--- config.mk ---
export PLATFORM = sky130hd
export DESIGN_NAME = seq_divider
export DESIGN_NICKNAME = d
export VERILOG_FILES = /design/src/rtl/divider_pkg.sv /design/src/rtl/div_step.sv /design/src/rtl/seq_divider.sv
export SDC_FILE = /design/constraint.sdc
export NUM_CORES = 1
export LEC_CHECK = 0
export ABC_AREA = 1
export CAP_MARGIN = 20
export CORE_MARGIN = 2
export CORE_UTILIZATION = 45
export DETAILED_ROUTE_END_ITERATION = 16
export GPL_TIMING_DRIVEN = 0
export PLACE_DENSITY = 0.68
export REMOVE_ABC_BUFFERS = 1
export SYNTH_ARGS = -nofsm -noshare
export SYNTH_HDL_FRONTEND = slang
export SYNTH_HIERARCHICAL = 1
export SYNTH_SLANG_ARGS = --single-unit
--- constraint.sdc ---
create_clock -name clk -period 2.5 [get_ports clk]
set_clock_uncertainty 0.15 [all_clocks]
set_input_delay 0.5 -clock clk [delete_from_list [all_inputs] [get_ports clk]]
set_output_delay 0.5 -clock clk [all_outputs]
set_load 0.05 [all_outputs]
--- src/rtl/divider_pkg.sv ---
// Shared definitions for the sequential divider: FSM encoding and widths.
// Latency: n/a (package only).
// Backpressure: n/a (package only).
package divider_pkg;

  // Default operand/result width.
  localparam int DEF_W = 8;

  // Fixed FSM state encoding.
  localparam logic [1:0] ST_IDLE = 2'd0;
  localparam logic [1:0] ST_CALC = 2'd1;
  localparam logic [1:0] ST_DONE = 2'd2;

  typedef enum logic [1:0] {
    IDLE = ST_IDLE,
    CALC = ST_CALC,
    DONE = ST_DONE
  } state_t;

  // Iteration counter width for the default width; must be able to hold W.
  localparam int CNT_W = $clog2(DEF_W + 1);

  // Same rule for any other width.
  function automatic int cnt_width(input int w);
    return $clog2(w + 1);
  endfunction

endpackage

--- src/rtl/div_step.sv ---
// One restoring-division iteration: trial subtract, keep or restore.
// Latency: combinational.
// Backpressure: none.
// Ports:
//   part_rem  - shifted partial remainder (W+1 bits, so the compare never overflows)
//   divisor   - unsigned divisor
//   next_rem  - remainder after this step (always < divisor, so W bits suffice)
//   q_bit     - quotient bit produced by this step
module div_step #(
  parameter int W = 8
) (
  input  logic [W:0]   part_rem,
  input  logic [W-1:0] divisor,
  output logic [W-1:0] next_rem,
  output logic         q_bit
);

  logic [W:0] dvs_ext;
  logic [W:0] diff;

  assign dvs_ext = {1'b0, divisor};
  assign diff    = part_rem - dvs_ext;
  assign q_bit   = (part_rem >= dvs_ext);
  // On subtract, diff < divisor so its top bit is zero; on restore,
  // part_rem < divisor likewise. Dropping bit W is therefore lossless.
  assign next_rem = q_bit ? diff[W-1:0] : part_rem[W-1:0];

endmodule

--- src/rtl/seq_divider.sv ---
// Sequential unsigned divider, restoring radix-2, one quotient bit per clock.
// Latency: W cycles from accepting edge to done; one result per W+1 cycles back-to-back.
// Backpressure: none; start is ignored while busy, accepted in IDLE or DONE.
// Ports:
//   clk, rst_n              - clock, async active-low reset
//   start, dividend, divisor - request and operands (sampled on the accepting edge)
//   busy, done              - CALC / one-cycle DONE indication
//   quotient, remainder, div_by_zero - result registers, held until next DONE
module seq_divider
  import divider_pkg::*;
#(
  parameter int W = DEF_W
) (
  input  logic         clk,
  input  logic         rst_n,
  input  logic         start,
  input  logic [W-1:0] dividend,
  input  logic [W-1:0] divisor,
  output logic         busy,
  output logic         done,
  output logic [W-1:0] quotient,
  output logic [W-1:0] remainder,
  output logic         div_by_zero
);

  localparam int            CW   = cnt_width(W);
  localparam logic [CW-1:0] LAST = CW'(W - 1);

  state_t        state;
  logic [CW-1:0] cnt;
  logic [W-1:0]  rem;     // partial remainder
  logic [W-1:0]  dq;      // dividend bits shifting out, quotient bits shifting in
  logic [W-1:0]  dvs;     // latched divisor

  logic [W:0]    shifted;
  logic [W-1:0]  step_rem;
  logic          step_q;

  // Bring down the next dividend bit, MSB first.
  assign shifted = {rem, dq[W-1]};

  div_step #(.W(W)) u_step (
    .part_rem (shifted),
    .divisor  (dvs),
    .next_rem (step_rem),
    .q_bit    (step_q)
  );

  always_ff @(posedge clk or negedge rst_n) begin
    if (!rst_n) begin
      state       <= IDLE;
      cnt         <= '0;
      rem         <= '0;
      dq          <= '0;
      dvs         <= '0;
      busy        <= 1'b0;
      done        <= 1'b0;
      quotient    <= '0;
      remainder   <= '0;
      div_by_zero <= 1'b0;
    end else begin
      case (state)
        CALC: begin
          rem <= step_rem;
          dq  <= {dq[W-2:0], step_q};
          cnt <= cnt + 1'b1;
          if (cnt == LAST) begin
            // Results only change here, so nothing partial is ever visible.
            state       <= DONE;
            busy        <= 1'b0;
            done        <= 1'b1;
            quotient    <= {dq[W-2:0], step_q};
            remainder   <= step_rem;
            div_by_zero <= (dvs == '0);
          end
        end
        default: begin  // IDLE and DONE both accept a new request
          done <= 1'b0;
          if (start) begin
            state <= CALC;
            busy  <= 1'b1;
            cnt   <= '0;
            rem   <= '0;
            dq    <= dividend;
            dvs   <= divisor;
          end else begin
            state <= IDLE;
          end
        end
      endcase
    end
  end

endmodule

run_1/placement.png
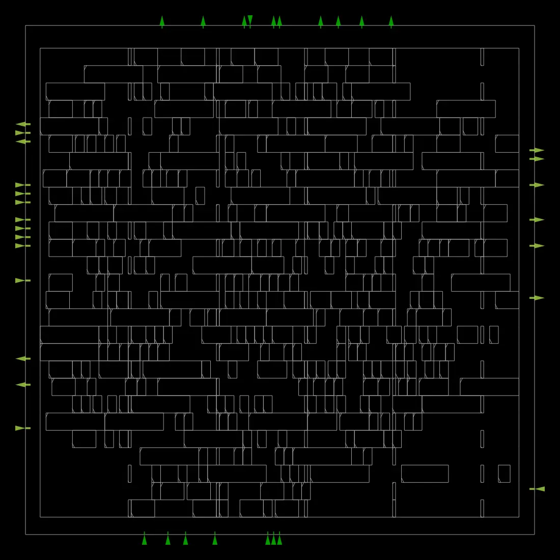
row count: 27
number of filler instances in the final layout: 532

run_1/io_fan.png
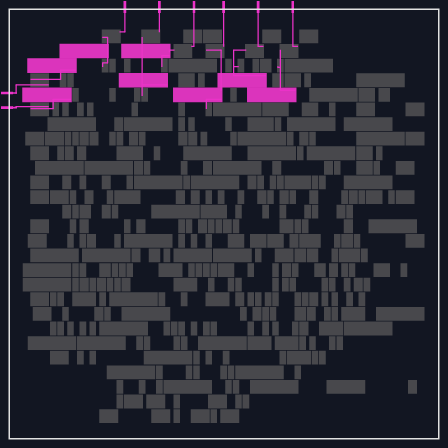
`quotient` -> magenta  # bits 8, direction output, edge 6 top, 2 left, end cells 8, buffers 8, wire 138 um
buffers added on ports: 37
Top-Level Pins: 38

==> flow_summary.yaml, run 1 <==
# physical design summary
worst_setup_path:
  ff2ff_setup_slack_ns: 0.45
  top_delay_family_on_crit_path: "buffers and inverters"
  reg_to_reg_startpoint: "dvs[6]"
final_timing:
  final_max_slew_viol_count: 0
  final.setup.worst_slack_ns: 0.334
  timing.final.crit_share_pct: 86.6
final_layout:
  postLayoutCoreUtil_pct: 55.9
  lay_top_count: "sky130_fd_sc_hd__nand2_1"
detailed_routing:
  antenna_left: 0
  vias: 2151
  detail_route.iter0.violations: 105
yosys:
  yosys-top-cells-count: "sky130_fd_sc_hd__nand2_1, sky130_fd_sc_hd__dfrtp_1, sky130_fd_sc_hd__inv_1, sky130_fd_sc_hd__nand3_1, sky130_fd_sc_hd__nor2_1"
  netlist.top_cell.by_instances: "sky130_fd_sc_hd__nand2_1"
  netlist_area_sq_um: 2580
  largest_area_cell: "sky130_fd_sc_hd__dfrtp_1"
  synth-main-ff-cell: "sky130_fd_sc_hd__dfrtp_1"
  synthesis.instances: 331
cts:
  cts_max_path_buffers: 2
  clock_tree.root_cell: "sky130_fd_sc_hd__clkbuf_8"
  postCtsResizedCells: 0
  cts_hold_buf: 0
  tritoncts: "done"
floorplanning:
  chip_area_sq_um: 6360
job:
  maximum_capacitance_violations: 0
status:
  result_of_the_run: "finished, final reports clean"
place:
  dpl_worst_slack_ns: 0.241
run_1/layer_met2.png
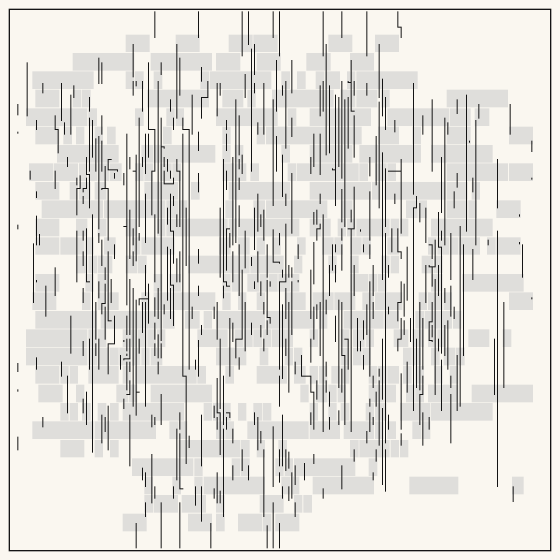
wire length on this layer = 2,550 um
longest straight run = 37.7 um

run_1/placement_by_type.png
Fill, decap, tap and diode cells in gray.
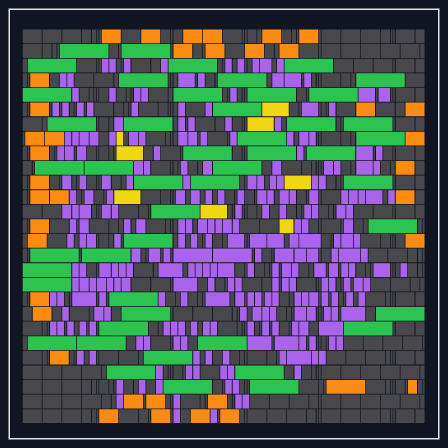
combinational and other logic -> purple  # cells 274, share of their area 44%
other buffers and delay cells -> orange  # cells 38, share of their area 13%
clock drivers and dummy loads -> yellow  # cells 8, share of their area 3.1%
flops -> green  # cells 48, share of their area 40%

[run 1: area by class of cell]
cell class / count / area [sq um] / area share, %
clock buffer: 7 / 86.3 / 2.81
timing repair buffer: 38 / 385 / 12.5
clock inverter: 1 / 7.51 / 0.244
sequential: 48 / 1200 / 39.0
multi-input combinational: 235 / 1160 / 37.7
tap: 72 / 90.1 / 2.93
inverter: 39 / 148 / 4.80
[run 1: per-stage QoR]
step                cell area, sq um  std cells  hold WS, ns
detailed placement              2980        432        0.315
floorplan                       2500        322       0.0544
global placement                2970        431        0.315
global route                    3080        440       0.0580
CTS                             3070        440       0.0399
finish                          3080        440       0.0270
run_1/layer_met3.png
Bar = 20 um.
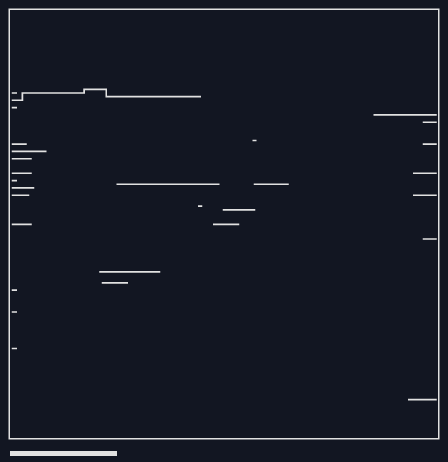

## Run 2: what changed since run 1
--- a/config.mk
+++ b/config.mk
@@ -9,8 +9,7 @@
 export CAP_MARGIN = 20
 export CORE_MARGIN = 2
-export CORE_UTILIZATION = 45
+export CORE_UTILIZATION = 25
 export DETAILED_ROUTE_END_ITERATION = 16
 export GPL_TIMING_DRIVEN = 0
-export PLACE_DENSITY = 0.68
 export REMOVE_ABC_BUFFERS = 1
 export SYNTH_ARGS = -nofsm -noshare
--- a/constraint.sdc
+++ b/constraint.sdc
@@ -3,3 +3,3 @@
 set_input_delay 0.5 -clock clk [delete_from_list [all_inputs] [get_ports clk]]
 set_output_delay 0.5 -clock clk [all_outputs]
-set_load 0.05 [all_outputs]
+set_load 0.02 [all_outputs]
run_2/layer_met3.png
Bar = 20 um.
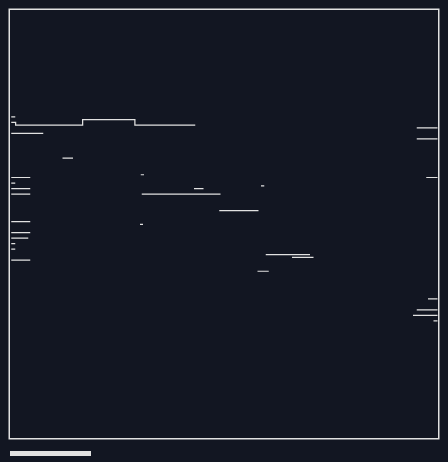
share of all routed wire = 2.9%
longest straight run = 19.1 um
main direction = horizontal
wire length on this layer = 166 um
nets with wire on the layer = 24
global routing met3 resource utilization: 2.10%
number of vias after detailed routing: 2,130

==> flow_summary.yaml, run 2 <==
# physical design summary
detailed_routing:
  detail_route.iter0.violations: 87
  antenna_left: 0
status:
  result_of_the_run: "finished, final reports clean"
floorplanning:
  chip_area_sq_um: 11100
  placement_rows: 37
  die_height_um: 106
  floorplan.tapcells: 136
final_timing:
  timing.final.crit_share_pct: 84.0
  minimum_clock_period_after_layout_ns: 2.10
  final_max_slew_viol_count: 0
  final.setup.worst_slack_ns: 0.399
final_layout:
  register_fraction_of_the_total_cell_area_pct: 37.7
  clock_tree_area_fraction_pct: 3.65
  n_all_inverters: 39
  layout.clock_buffers: 5
  lay_top_count: "sky130_fd_sc_hd__nand2_1"
  largest_cell_class: "sequential cells"
  n_all_buffers: 39
  comb_area_sq_um: 1160
  layout.sequential_cells: 48
  nonclk_buf_share_pct: 12.4
  postLayoutCoreUtil_pct: 31.3
  logic_gate_count: 235
  postLayoutCellArea_sq_um: 3190
  fillers: 1134
  layout.area.seq_sq_um: 1200
cts:
  tritoncts: "done"
  cts_max_path_buffers: 2
worst_setup_path:
  top_delay_family_on_crit_path: "simple AND/OR/NAND/NOR gates"
  reg_to_reg_startpoint: "dvs[2]"
  worst_setup_path_start_kind: "flip-flop"
  ff2ff_setup_slack_ns: 0.40
yosys:
  largest_area_cell: "sky130_fd_sc_hd__dfrtp_1"
  synth_seq_share_pct: 46.6
  netlist.top_cell.by_instances: "sky130_fd_sc_hd__nand2_1"
  netlist_area_sq_um: 2580
  yosys-top-cells-count: "sky130_fd_sc_hd__nand2_1, sky130_fd_sc_hd__dfrtp_1, sky130_fd_sc_hd__inv_1, sky130_fd_sc_hd__nand3_1, sky130_fd_sc_hd__nor2_1"
  synthesis.instances: 331
  synth-main-ff-cell: "sky130_fd_sc_hd__dfrtp_1"
place:
  placed_area_sq_um: 3060
  buffer_ports.inserted: 37
  dpl_worst_slack_ns: 0.154
job:
  maximum_capacitance_violations: 0
## run 2: cell counts after synthesis
No cell type changed its count.
## run 2: metrics by stage
stage / hold slack (ns) / TNS (ns) / std cells
floorplan: 0.0544 / 0 / 322
global placement: 0.320 / -28.56 / 495
detailed placement: 0.322 / 0 / 496
CTS: 0.345 / 0 / 505
global route: 0.366 / 0 / 505
finish: 0.338 / 0 / 505
## run 2: timing repair
action | in CTS | in global routing
setup endpoints to repair | 0 | 14
hold buffers | 1 | 0
endpoints found under the hold margin | 2 | 0
resized | 0 | 1
run_2/placement.png
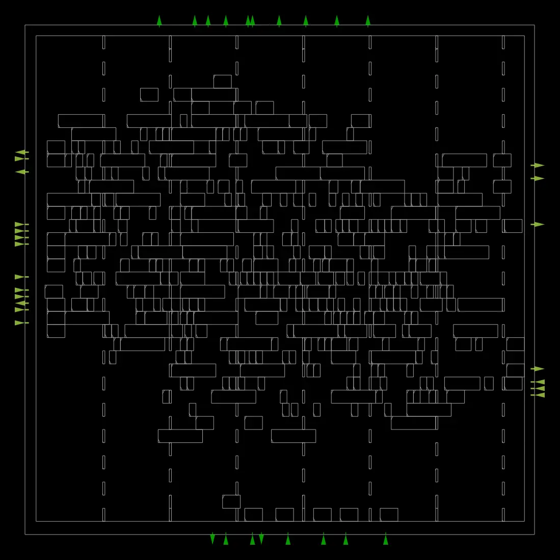

## Run 3: what changed since run 2
- clock period: 2.5 -> 2.1 ns (I/O delays scaled with it)
run_3/placement.png
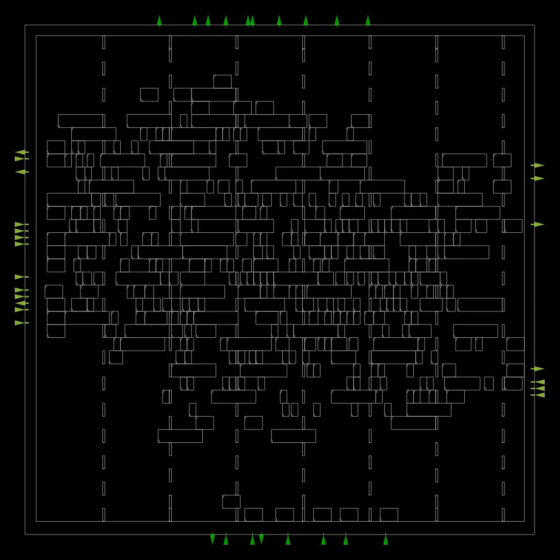
final design utilization: 32.7%
number of filler instances in the final layout: 1,129
register fraction of the total cell area: 36.1%

==> flow_summary.yaml, run 3 <==
# physical design summary
floorplanning:
  die_height_um: 106
  chip_area_sq_um: 11100
  placement_rows: 37
  floorplan.tapcells: 136
final_layout:
  layout.clock_buffers: 5
  layout.sequential_cells: 48
  layout.area.seq_sq_um: 1200
  final-instance-count-excl-fill: 511
  postLayoutCellArea_sq_um: 3330
  n_all_buffers: 44
  lay_top_count: "sky130_fd_sc_hd__nand2_1"
  n_all_inverters: 39
  nonclk_buf_share_pct: 13.4
place:
  buffer_ports.inserted: 37
  placed_instances: 496
  placed_area_sq_um: 3060
  dpl_worst_slack_ns: -0.246
cts:
  tritoncts: "done"
  cts_max_path_buffers: 2
yosys:
  synth-main-ff-cell: "sky130_fd_sc_hd__dfrtp_1"
  netlist_area_sq_um: 2580
  largest_area_cell: "sky130_fd_sc_hd__dfrtp_1"
  synthesis.instances: 331
final_timing:
  summed_negative_setup_slack_over_all_endpoints_ns: 0
  timing.final.crit_share_pct: 95.0
  final.hold.worst_slack_ns: 0.338
  final_max_slew_viol_count: 0
worst_setup_path:
  ff2ff_setup_slack_ns: 0.10
  top_delay_family_on_crit_path: "simple AND/OR/NAND/NOR gates"
  reg_to_reg_startpoint: "dvs[2]"
  worst_setup_path_start_kind: "flip-flop"
detailed_routing:
  detail_route.iter0.violations: 75
  vias: 2190
status:
  result_of_the_run: "finished, final reports clean"
job:
  maximum_capacitance_violations: 0
[run 3: cell counts after synthesis]
No cell type changed its count.
[run 3: cells by family after synthesis]
group,Yosys count,synth area share [%]
and+or+nand+nor,201,33.4
buffers and inverters,48,8.63
DFF,48,46.6
AOI/OAI and AO/OA,21,5.24
adders and majority gates,10,5.14
xor gates and xnor gates,3,1.02
[run 3: metal layers]
metal	global-route usage [%]	wire [um]	share of wire (%)
met5	0	0	0
met4	2.54	54	0.91
met3	2.10	170	2.8
met2	20.2	2870	48
met1	15.2	2870	48
[run 3: timing repair]
| action | CTS | global route |
|---|---|---|
| gates cloned | 0 | 1 |
| endpoints found under the hold margin | 20 | 0 |
| setup buffers | 0 | 5 |
| hold buffers | 1 | 0 |
| gates resized | 1 | 21 |
| setup endpoints to repair | 14 | 30 |
| pin swaps | 0 | 7 |
